Fig. 1: I/O pins on the die edge
(12 px per um) Pins as bars across the die edge, other pins in grey.
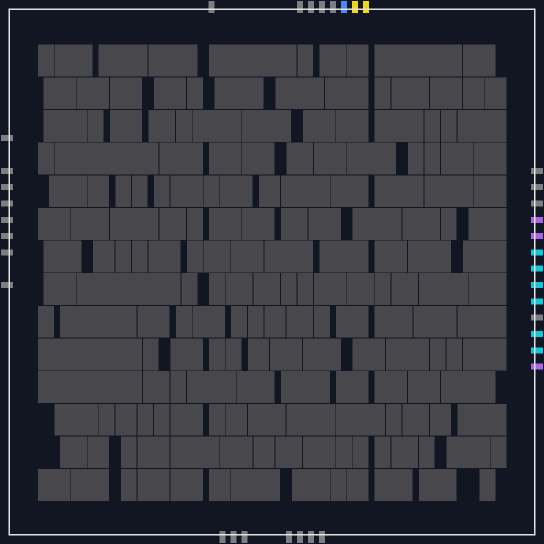
Fig. 2: cell outlines without signal wires
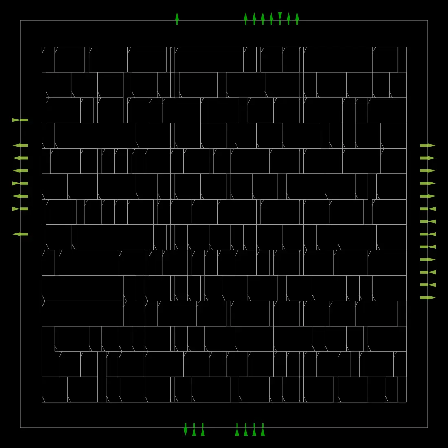
Fig. 3: metal 2
(8 px per um) Cells faint in the background.
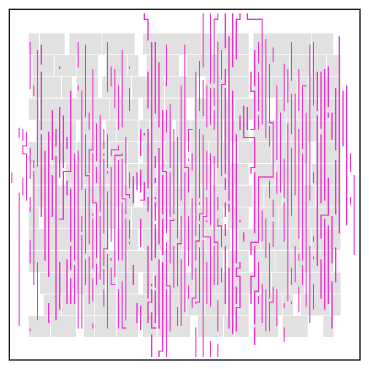
Fig. 4: supply network
(12 px per um) Pins as bars on the die edge. Tap cells in grey.
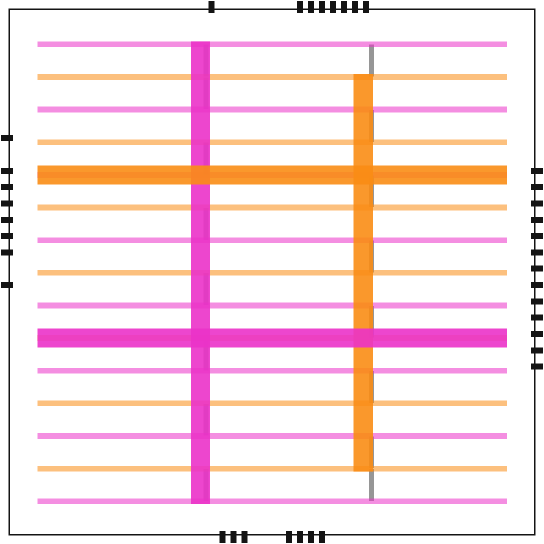
Fig. 5: signal wires by layer
(8 px per um) Only two layers are drawn.
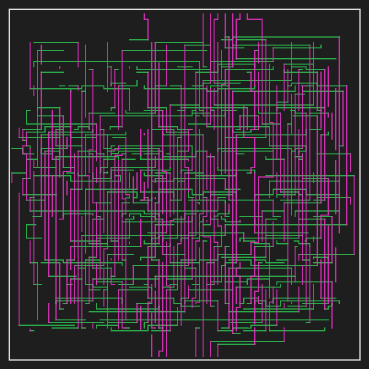
==> config.mk <==
export PLATFORM = sky130hd
export DESIGN_NAME = mips_multicycle_ctrl_flat
export DESIGN_NICKNAME = d
export VERILOG_FILES = /design/src/rtl/mips_multicycle_ctrl_if.sv /design/src/rtl/mips_multicycle_ctrl.sv /design/src/flat_wrapper.sv
export SDC_FILE = /design/constraint.sdc
export NUM_CORES = 1
export LEC_CHECK = 0
export ABC_AREA = 1
export CAP_MARGIN = 20
export CORE_MARGIN = 2
export CORE_UTILIZATION = 35
export DETAILED_ROUTE_END_ITERATION = 8
export GPL_ROUTABILITY_DRIVEN = 1
export PLACE_DENSITY = 0.77
export SLEW_MARGIN = 25
export SYNTH_ARGS = -nofsm -noshare
export SYNTH_HDL_FRONTEND = slang
export SYNTH_SLANG_ARGS = --single-unit
==> constraint.sdc <==
create_clock -name CLK -period 1.5 [get_ports CLK]
set_input_delay 0.3 -clock CLK [delete_from_list [all_inputs] [get_ports CLK]]
set_output_delay 0.3 -clock CLK [all_outputs]
set_load 0.02 [all_outputs]
==> src/rtl/mips_multicycle_ctrl_if.sv <==
// Bundle between the multicycle MIPS control FSM and its datapath: instruction
// fields and memory handshake in, mux selects and write enables out.
interface mips_multicycle_ctrl_if;
  logic [5:0] Op;
  logic [5:0] Funct;
  logic       Zero;
  logic       MemReady;
  logic       IorD;
  logic       MemWrite;
  logic       IRWrite;
  logic       PCEn;
  logic [1:0] PCSrc;
  logic       ALUSrcA;
  logic [1:0] ALUSrcB;
  logic [2:0] ALUControl;
  logic       RegWrite;
  logic       RegDst;
  logic       MemtoReg;
  logic       Illegal;
  logic [3:0] State;

  modport master (
    input  Op, Funct, Zero, MemReady,
    output IorD, MemWrite, IRWrite, PCEn, PCSrc, ALUSrcA, ALUSrcB,
           ALUControl, RegWrite, RegDst, MemtoReg, Illegal, State
  );

  modport slave (
    output Op, Funct, Zero, MemReady,
    input  IorD, MemWrite, IRWrite, PCEn, PCSrc, ALUSrcA, ALUSrcB,
           ALUControl, RegWrite, RegDst, MemtoReg, Illegal, State
  );
endinterface

==> src/rtl/mips_multicycle_ctrl.sv <==
// Moore control FSM for a multicycle MIPS datapath sharing one memory port.
// Optional bne support is enabled by defining MC_BNE_EN.
module mips_multicycle_ctrl (
  input logic                    CLK,
  input logic                    reset,
  mips_multicycle_ctrl_if.master bus
);

  typedef enum logic [3:0] {
    S_FETCH   = 4'd0,
    S_DECODE  = 4'd1,
    S_MEMADR  = 4'd2,
    S_MEMRD   = 4'd3,
    S_MEMWB   = 4'd4,
    S_MEMWR   = 4'd5,
    S_EXECUTE = 4'd6,
    S_ALUWB   = 4'd7,
    S_BRANCH  = 4'd8,
    S_ADDIEX  = 4'd9,
    S_ADDIWB  = 4'd10,
    S_JUMP    = 4'd11
  } state_t;

  localparam logic [5:0] OP_RTYPE = 6'b000000;
  localparam logic [5:0] OP_LW    = 6'b100011;
  localparam logic [5:0] OP_SW    = 6'b101011;
  localparam logic [5:0] OP_BEQ   = 6'b000100;
  localparam logic [5:0] OP_ADDI  = 6'b001000;
  localparam logic [5:0] OP_J     = 6'b000010;
`ifdef MC_BNE_EN
  localparam logic [5:0] OP_BNE   = 6'b000101;
`endif

  localparam logic [2:0] ALU_ADD = 3'b010;
  localparam logic [2:0] ALU_SUB = 3'b110;

  function automatic logic [2:0] alu_decode(input logic [5:0] funct);
    case (funct)
      6'b100000: alu_decode = 3'b010;
      6'b100010: alu_decode = 3'b110;
      6'b100100: alu_decode = 3'b000;
      6'b100101: alu_decode = 3'b001;
      6'b101010: alu_decode = 3'b111;
      default:   alu_decode = 3'b010;
    endcase
  endfunction

  state_t state, state_nxt;

  logic       iord, memwrite, irwrite, pcen;
  logic [1:0] pcsrc;
  logic       alusrca;
  logic [1:0] alusrcb;
  logic [2:0] aluctl;
  logic       regwrite, regdst, memtoreg, illegal;

  always_ff @(posedge CLK) begin
    if (reset) state <= S_FETCH;
    else       state <= state_nxt;
  end

`ifdef MC_BNE_EN
  // Op may change once the branch is under way, so the condition sense is latched here.
  logic is_bne;
  always_ff @(posedge CLK) begin
    if (state == S_DECODE) is_bne <= (bus.Op == OP_BNE);
  end
`endif

  always_comb begin
    state_nxt = state;
    iord      = 1'b0;
    memwrite  = 1'b0;
    irwrite   = 1'b0;
    pcen      = 1'b0;
    pcsrc     = 2'b00;
    alusrca   = 1'b0;
    alusrcb   = 2'b00;
    aluctl    = 3'b000;
    regwrite  = 1'b0;
    regdst    = 1'b0;
    memtoreg  = 1'b0;
    illegal   = 1'b0;
    case (state)
      S_FETCH: begin
        alusrcb = 2'b01;
        aluctl  = ALU_ADD;
        irwrite = bus.MemReady;
        pcen    = bus.MemReady;
        if (bus.MemReady) state_nxt = S_DECODE;
      end
      S_DECODE: begin
        alusrcb = 2'b11;
        aluctl  = ALU_ADD;
        case (bus.Op)
          OP_LW, OP_SW: state_nxt = S_MEMADR;
          OP_RTYPE:     state_nxt = S_EXECUTE;
          OP_BEQ:       state_nxt = S_BRANCH;
`ifdef MC_BNE_EN
          OP_BNE:       state_nxt = S_BRANCH;
`endif
          OP_ADDI:      state_nxt = S_ADDIEX;
          OP_J:         state_nxt = S_JUMP;
          default: begin
            state_nxt = S_FETCH;
            illegal   = 1'b1;
          end
        endcase
      end
      S_MEMADR: begin
        alusrca   = 1'b1;
        alusrcb   = 2'b10;
        aluctl    = ALU_ADD;
        state_nxt = (bus.Op == OP_SW) ? S_MEMWR : S_MEMRD;
      end
      S_MEMRD: begin
        iord = 1'b1;
        if (bus.MemReady) state_nxt = S_MEMWB;
      end
      S_MEMWB: begin
        regwrite  = 1'b1;
        memtoreg  = 1'b1;
        state_nxt = S_FETCH;
      end
      S_MEMWR: begin
        iord     = 1'b1;
        memwrite = 1'b1;
        if (bus.MemReady) state_nxt = S_FETCH;
      end
      S_EXECUTE: begin
        alusrca   = 1'b1;
        aluctl    = alu_decode(bus.Funct);
        state_nxt = S_ALUWB;
      end
      S_ALUWB: begin
        regwrite  = 1'b1;
        regdst    = 1'b1;
        state_nxt = S_FETCH;
      end
      S_BRANCH: begin
        alusrca   = 1'b1;
        aluctl    = ALU_SUB;
        pcsrc     = 2'b01;
`ifdef MC_BNE_EN
        pcen      = is_bne ? ~bus.Zero : bus.Zero;
`else
        pcen      = bus.Zero;
`endif
        state_nxt = S_FETCH;
      end
      S_ADDIEX: begin
        alusrca   = 1'b1;
        alusrcb   = 2'b10;
        aluctl    = ALU_ADD;
        state_nxt = S_ADDIWB;
      end
      S_ADDIWB: begin
        regwrite  = 1'b1;
        state_nxt = S_FETCH;
      end
      S_JUMP: begin
        pcsrc     = 2'b10;
        pcen      = 1'b1;
        state_nxt = S_FETCH;
      end
      default: state_nxt = S_FETCH;
    endcase
  end

  assign bus.IorD       = iord;
  assign bus.MemWrite   = memwrite;
  assign bus.IRWrite    = irwrite;
  assign bus.PCEn       = pcen;
  assign bus.PCSrc      = pcsrc;
  assign bus.ALUSrcA    = alusrca;
  assign bus.ALUSrcB    = alusrcb;
  assign bus.ALUControl = aluctl;
  assign bus.RegWrite   = regwrite;
  assign bus.RegDst     = regdst;
  assign bus.MemtoReg   = memtoreg;
  assign bus.Illegal    = illegal;
  assign bus.State      = state;

endmodule

==> src/flat_wrapper.sv <==
// flat-port wrapper written by rule: the top's interface ports become plain ports
module mips_multicycle_ctrl_flat 
  (CLK, reset, bus_Op, bus_Funct, bus_Zero, bus_MemReady, bus_IorD, bus_MemWrite, bus_IRWrite, bus_PCEn, bus_PCSrc, bus_ALUSrcA, bus_ALUSrcB, bus_ALUControl, bus_RegWrite, bus_RegDst, bus_MemtoReg, bus_Illegal, bus_State);
  mips_multicycle_ctrl_if bus_i ();
  input logic CLK;
  input logic reset;
  input wire logic [$bits(bus_i.Op)-1:0] bus_Op;
  input wire logic [$bits(bus_i.Funct)-1:0] bus_Funct;
  input wire logic [$bits(bus_i.Zero)-1:0] bus_Zero;
  input wire logic [$bits(bus_i.MemReady)-1:0] bus_MemReady;
  output wire logic [$bits(bus_i.IorD)-1:0] bus_IorD;
  output wire logic [$bits(bus_i.MemWrite)-1:0] bus_MemWrite;
  output wire logic [$bits(bus_i.IRWrite)-1:0] bus_IRWrite;
  output wire logic [$bits(bus_i.PCEn)-1:0] bus_PCEn;
  output wire logic [$bits(bus_i.PCSrc)-1:0] bus_PCSrc;
  output wire logic [$bits(bus_i.ALUSrcA)-1:0] bus_ALUSrcA;
  output wire logic [$bits(bus_i.ALUSrcB)-1:0] bus_ALUSrcB;
  output wire logic [$bits(bus_i.ALUControl)-1:0] bus_ALUControl;
  output wire logic [$bits(bus_i.RegWrite)-1:0] bus_RegWrite;
  output wire logic [$bits(bus_i.RegDst)-1:0] bus_RegDst;
  output wire logic [$bits(bus_i.MemtoReg)-1:0] bus_MemtoReg;
  output wire logic [$bits(bus_i.Illegal)-1:0] bus_Illegal;
  output wire logic [$bits(bus_i.State)-1:0] bus_State;
  assign bus_i.Op = bus_Op;
  assign bus_i.Funct = bus_Funct;
  assign bus_i.Zero = bus_Zero;
  assign bus_i.MemReady = bus_MemReady;
  assign bus_IorD = bus_i.IorD;
  assign bus_MemWrite = bus_i.MemWrite;
  assign bus_IRWrite = bus_i.IRWrite;
  assign bus_PCEn = bus_i.PCEn;
  assign bus_PCSrc = bus_i.PCSrc;
  assign bus_ALUSrcA = bus_i.ALUSrcA;
  assign bus_ALUSrcB = bus_i.ALUSrcB;
  assign bus_ALUControl = bus_i.ALUControl;
  assign bus_RegWrite = bus_i.RegWrite;
  assign bus_RegDst = bus_i.RegDst;
  assign bus_MemtoReg = bus_i.MemtoReg;
  assign bus_Illegal = bus_i.Illegal;
  assign bus_State = bus_i.State;
  mips_multicycle_ctrl u_core (.CLK(CLK), .reset(reset), .bus(bus_i));
endmodule
==> flow_summary.yaml <==
# implementation run metrics
run_status:
  outcome: "finished, violations left"
  violations: "negative setup slack"
placement:
  placedInstanceArea_um2: 1200
  post-place-ws_ns: -0.719
  place_congestion: 0.829
  dpl.cell_count: 189
floorplan:
  ioPinCount: 36
  die_w_um: 43.7
  fp_util_pct: 37.0
  chipArea_um2: 1910
  rows: 14
cells_and_area:
  diodes: 0
  largest_reg_flops: 4
  register_area_um2: 95.1
  largestClassByArea: "non-clock buffers"
  final_cells: 199
  finalNetCount: 201
  drive_above_1_share_pct: 57.4
  nonClkBufAreaFrac_pct: 44.4
  clk_share_pct: 1.62
  comb_cells: 82
  nNonClkBuffers: 72
  lay_top_cells: "buf_4 (38), nand2_1 (22), nor2_4 (12), dlygate4sd2_1 (12), inv_1 (11)"
  fin_area_um2: 1390
  n_clock_buffer: 3
  area_growth_pct: 153
clock_tree:
  clock-sinks: 4
  clk_latency_ns: 0.25
  cts_tree: "done"
  clockBufferDepth: 2
  clk_pin_slew_ns: 0.04
logic_synthesis:
  syn-instance-count: 108
  yosys_area_um2: 551
  mappedNetlistArea_um2: 551
  yosys_warnings: 0
  ys_seq_share_pct: 14.5
  synthTopCellsByArea: "nand2_1 (18%), nor2_1 (16%), dfxtp_1 (15%)"
  avgSynthCellArea_um2: 5.10
  synth_top_flop_cell: "dfxtp_1"
  simple_gate_area_share_pct: 57.3
  yosys.area_share.aoi_pct: 13.2
  common_cells: "nand2_1 (26), nor2_1 (23), inv_1 (17)"
  synth.most_common_cell: "nand2_1"
  topCombFamilyByArea: "simple AND/OR/NAND/NOR gates"
  ys_sh_mux_pct: 0
pwr:
  seq_power_uw: 121
  p_clk_uw: 142
  leakage_nw: 0.704
  switching_share_pct: 41.0
  ir_worst_vdd_uv: 424
  power_frac_seq_pct: 20.1
  power_per_cell_area_nw_per_um2: 431
  internal_power_uw: 355
drt:
  wl_met2_um: 1830
  wl_per_cell_um: 18.3
  vias: 1126
  postRouteWirelength_um: 3640
  postRouteAntennaNets: 0
  drt_iter0_drc: 40
  vias_per_cell: 5.66
  drc: 0
  drt-met1-wl_um: 1330
  met3_length_um: 291
worst_hold_path:
  hp-class: "primary input to register"
  hold_depth: 2
job:
  maxCapViolCount: 0
final_timing:
  finalSetupViolations: 13
  rsz0062_at_grt: "yes"
  worst_pin_slew_ns: 0.236
  fin_setup_tns_ns: -1.69
  skew_ns: 0.00750
  final.setup.worst_slack_ns: -0.286
  finalHoldViolCount: 0
  fin_crit_ns: 1.79
global_route:
  grt_first_pass_wirelength_um: 4100
  grt_pass1_vias: 1013
  grt_max_degree: 7
  antenna_found_initial: 0
  grt-ovfl-total: 0
critical_path:
  reg2reg_depth: 10
  crit_required_ns: 1.20
-- Fig. 1 (at the start) --
Yellow marks bus_PCSrc, pins 2, direction output, edge top. Blue marks bus_Zero, pins 1, direction input, edge top. Purple marks bus_ALUControl, pins 3, direction output, edge right. Cyan marks bus_Funct, pins 6, direction input, edge right.

-- Fig. 2 (at the start) --
core area: 1490 um2
Tapcells: 16
final core utilization: 93.6%
Filler cells: 50
flip-flops: 4

-- Fig. 3 (at the start) --
The longest straight run is 30.3 um. The layer carries 1830 um of wire. The layer holds 50% of the routed length. The wires run mostly vertical.

-- Fig. 4 (at the start) --
Magenta marks VSS. Orange marks VDD.
2 straps on met4. 16 tap cells. 36 signal pins sit on the boundary.

-- Fig. 5 (at the start) --
Magenta marks metal 2, wire length 1830 um. Green marks metal 1, wire length 1330 um.

worst paths after layout:
kind / startpoint / endpoint / slack [ns]
min: reset / u_core.bus.State[0]$_SDFFE_PP0P_ / 0.68
max reg2reg: u_core.bus.State[2]$_SDFFE_PP0P_ / u_core.bus.State[0]$_SDFFE_PP0P_ / 0.06
min reg2reg: u_core.bus.State[0]$_SDFFE_PP0P_ / u_core.bus.State[0]$_SDFFE_PP0P_ / 0.70
max: bus_Funct[4] / bus_ALUControl[0] / -0.29
metal layers:
layer  global-route usage (%)  up-vias
met2                     57.4       86
met1                     28.8      526
met5                        0        -
li1                         -      489
met3                    0.833       25
met4                     12.7        0
worst max-delay path, cell delays in order:
cell and delay [ns]:
clkdlybuf4s50_1 0.42, nor2_2 0.16, nand4_1 0.21, o22ai_2 0.25, buf_6 0.14
Power and IR drop assume default switching activity.
